`src/rtl/load_counter_n_if.sv`:
```
// Control/status bundle for load_counter_n.
// master: the agent driving load/count requests; slave: the counter itself.
interface load_counter_n_if #(
  parameter int WIDTH = 3
);
  logic             load;
  logic [WIDTH-1:0] load_val;
  logic             dir;
  logic             count_en;
  logic             clear;
  logic [WIDTH-1:0] count;
  logic             done;
  logic             tc;
  logic             busy;

  modport master (
    output load, load_val, dir, count_en, clear,
    input  count, done, tc, busy
  );

  modport slave (
    input  load, load_val, dir, count_en, clear,
    output count, done, tc, busy
  );
endinterface

```
`src/rtl/load_counter_n.sv`:
```
// Loadable up/down counter with IDLE/RUN/DONE sequencing.
// A load captures the start/terminal value and direction, then the counter
// steps once per enabled cycle until it hits terminal, emitting a one-cycle
// tc pulse on the cycle after the terminal edge.
// Build option: define LOAD_COUNTER_N_AUTORELOAD_EN to restart from the
// start value on a terminal edge instead of parking in DONE.
module load_counter_n #(
  parameter int WIDTH = 3
) (
  input  logic             clk,
  input  logic             reset_n,
  load_counter_n_if.slave  bus
);

  typedef enum logic [1:0] {IDLE, RUN, DONE} state_t;

  state_t           state_q, state_d;
  logic [WIDTH-1:0] count_q, count_d;
  logic [WIDTH-1:0] reload_q, reload_d;
  logic             dir_q, dir_d;
  logic             done_q, done_d;
  logic             tc_q, tc_d;
  logic [WIDTH-1:0] term;
  logic             at_term;

  // Down counts finish at 0; up counts finish at the loaded value.
  assign term    = dir_q ? reload_q : '0;
  assign at_term = (count_q == term);

  // Next-state and datapath decode; priority is clear, then load, then count.
  always_comb begin
    state_d  = state_q;
    count_d  = count_q;
    reload_d = reload_q;
    dir_d    = dir_q;
    done_d   = done_q;
    tc_d     = 1'b0;
    if (bus.clear) begin
      state_d = IDLE;
      count_d = '0;
      done_d  = 1'b0;
    end else if (bus.load) begin
      // A load on a terminal edge pre-empts that edge, so tc stays low.
      reload_d = bus.load_val;
      dir_d    = bus.dir;
      state_d  = RUN;
      done_d   = 1'b0;
      count_d  = bus.dir ? '0 : bus.load_val;
    end else if (state_q == RUN && bus.count_en) begin
      if (at_term) begin
        tc_d = 1'b1;
`ifdef LOAD_COUNTER_N_AUTORELOAD_EN
        count_d = dir_q ? '0 : reload_q;
`else
        state_d = DONE;
        done_d  = 1'b1;
`endif
      end else begin
        count_d = dir_q ? count_q + WIDTH'(1) : count_q - WIDTH'(1);
      end
    end
  end

  // State and output registers; reset aborts immediately, independent of clk.
  always_ff @(posedge clk or negedge reset_n) begin
    if (!reset_n) begin
      state_q  <= IDLE;
      count_q  <= '0;
      reload_q <= '0;
      dir_q    <= 1'b0;
      done_q   <= 1'b0;
      tc_q     <= 1'b0;
    end else begin
      state_q  <= state_d;
      count_q  <= count_d;
      reload_q <= reload_d;
      dir_q    <= dir_d;
      done_q   <= done_d;
      tc_q     <= tc_d;
    end
  end

  assign bus.count = count_q;
  assign bus.done  = done_q;
  assign bus.tc    = tc_q;
  assign bus.busy  = (state_q == RUN);

endmodule

```
`src/flat_wrapper.sv`:
```
// flat-port wrapper written by rule: the top's interface ports become plain ports
module load_counter_n_flat 
#(
  parameter int WIDTH = 3
)
  (clk, reset_n, bus_load, bus_load_val, bus_dir, bus_count_en, bus_clear, bus_count, bus_done, bus_tc, bus_busy);
  load_counter_n_if #(.WIDTH(WIDTH)) bus_i ();
  input  logic clk;
  input  logic reset_n;
  input wire logic [$bits(bus_i.load)-1:0] bus_load;
  input wire logic [$bits(bus_i.load_val)-1:0] bus_load_val;
  input wire logic [$bits(bus_i.dir)-1:0] bus_dir;
  input wire logic [$bits(bus_i.count_en)-1:0] bus_count_en;
  input wire logic [$bits(bus_i.clear)-1:0] bus_clear;
  output wire logic [$bits(bus_i.count)-1:0] bus_count;
  output wire logic [$bits(bus_i.done)-1:0] bus_done;
  output wire logic [$bits(bus_i.tc)-1:0] bus_tc;
  output wire logic [$bits(bus_i.busy)-1:0] bus_busy;
  assign bus_i.load = bus_load;
  assign bus_i.load_val = bus_load_val;
  assign bus_i.dir = bus_dir;
  assign bus_i.count_en = bus_count_en;
  assign bus_i.clear = bus_clear;
  assign bus_count = bus_i.count;
  assign bus_done = bus_i.done;
  assign bus_tc = bus_i.tc;
  assign bus_busy = bus_i.busy;
  load_counter_n #(.WIDTH(WIDTH)) u_core (.clk(clk), .reset_n(reset_n), .bus(bus_i));
endmodule
```
`config.mk`:
```
export PLATFORM = sky130hd
export DESIGN_NAME = load_counter_n_flat
export DESIGN_NICKNAME = d
export VERILOG_FILES = /design/src/rtl/load_counter_n_if.sv /design/src/rtl/load_counter_n.sv /design/src/flat_wrapper.sv
export SDC_FILE = /design/constraint.sdc
export NUM_CORES = 1
export LEC_CHECK = 0
export CAP_MARGIN = 10
export CORE_AREA = 2 2 39 41
export CTS_BUF_LIST = sky130_fd_sc_hd__clkbuf_2 sky130_fd_sc_hd__clkbuf_4 sky130_fd_sc_hd__clkbuf_8
export DETAILED_ROUTE_END_ITERATION = 10
export DIE_AREA = 0 0 41 43
export GPL_TIMING_DRIVEN = 0
export HOLD_SLACK_MARGIN = 0.15
export PLACE_DENSITY_LB_ADDON = 0.2
export SYNTH_ARGS = -nofsm -noshare
export SYNTH_HDL_FRONTEND = slang
export SYNTH_SLANG_ARGS = --single-unit
```
`constraint.sdc`:
```
create_clock -name clk -period 4.15 [get_ports clk]
set_clock_uncertainty 0.05 [all_clocks]
set_input_delay 0.83 -clock clk [delete_from_list [all_inputs] [get_ports clk]]
set_output_delay 0.83 -clock clk [all_outputs]
set_load 0.02 [all_outputs]
```
Figure 1. Wire density map.
The die is cut into 8 by 9 equal tiles; dark blue is low, red is high, scaled to the fullest tile. Values are wire area over tile area, all layers added.
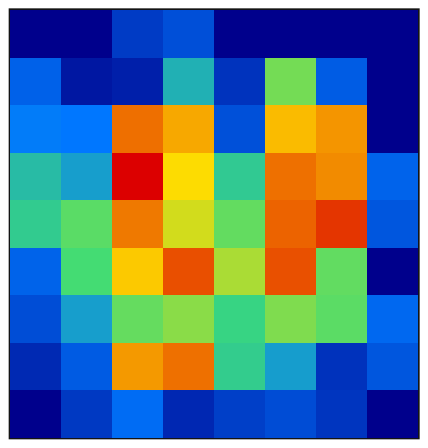
38% of the tiles are over half the peak. 15% of the tiles are nearly empty. The mean over all tiles is 0.11. The densest ninth of the die: centre. The emptiest ninth of the die: upper left. The fullest tile reaches 0.28.

==> results.yml <==
# flow metrics
routing:
  wl_met1_microns: 564
  top_layer_used: "met4"
  ant_nets: 0
  drt_iter0_markers: 1
  post_drt_wl_per_cell_microns: 12.9
power:
  combPwrFrac_pct: 29.3
  p_seq_w: 0.000117
  power.leakage_nw: 0.317
  p_total_w: 0.000253
yosys:
  edf_count: 0
  synth_xor_xnor_area_share_pct: 7.53
  ys_ff: 10
  synthesis.nets: 70
  ys_sh_mux_pct: 5.44
finish:
  nNonClkInverters: 5
  clockBufferCount: 3
  flops: 10
  combGateArea_sq_um: 325
final_timing:
  setup_violations: 0
  relSlewSlack_pct: 70.2
  rsz0062_at_grt: "no"
grt:
  grt_pass1_wl_microns: 2070
  grtUsageMet2_pct: 23.4
run:
  warning_count: 26
worst_setup_path:
  r2r_cells: 5
  critPathTopFamily: "buffers and inverters"
  path_cells: "nor2b_1, clkdlybuf4s50_1"
  critPathKind: "reg2out"
  cp_max_fo: 3
  endpoint: "bus_busy"
  r2r-start: "u_core.bus.count[0]"
  critPathRequiredTime_ps: 3270
status:
  status: "complete, no violations"
clock_tree:
  clk_latency_ps: 250
  cts_tree: "yes"
  cts_buffers: 3
floorplan:
  placementRows: 14
Figure 2. Sequential cells grouped by signal name.
Scale bar: 10 microns.
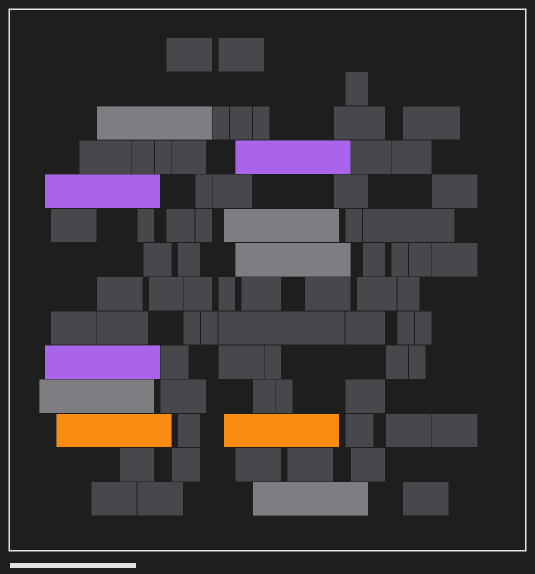
Key: orange = u_core.state_q [placed flops 2]; purple = u_core.reload_q [placed flops 3]
flop share of the area: 32.1%
utilization after layout: 56.4%
Storage cell area: 250 sq um

Power figures rest on the tool's default switching activity, not on a simulated workload.
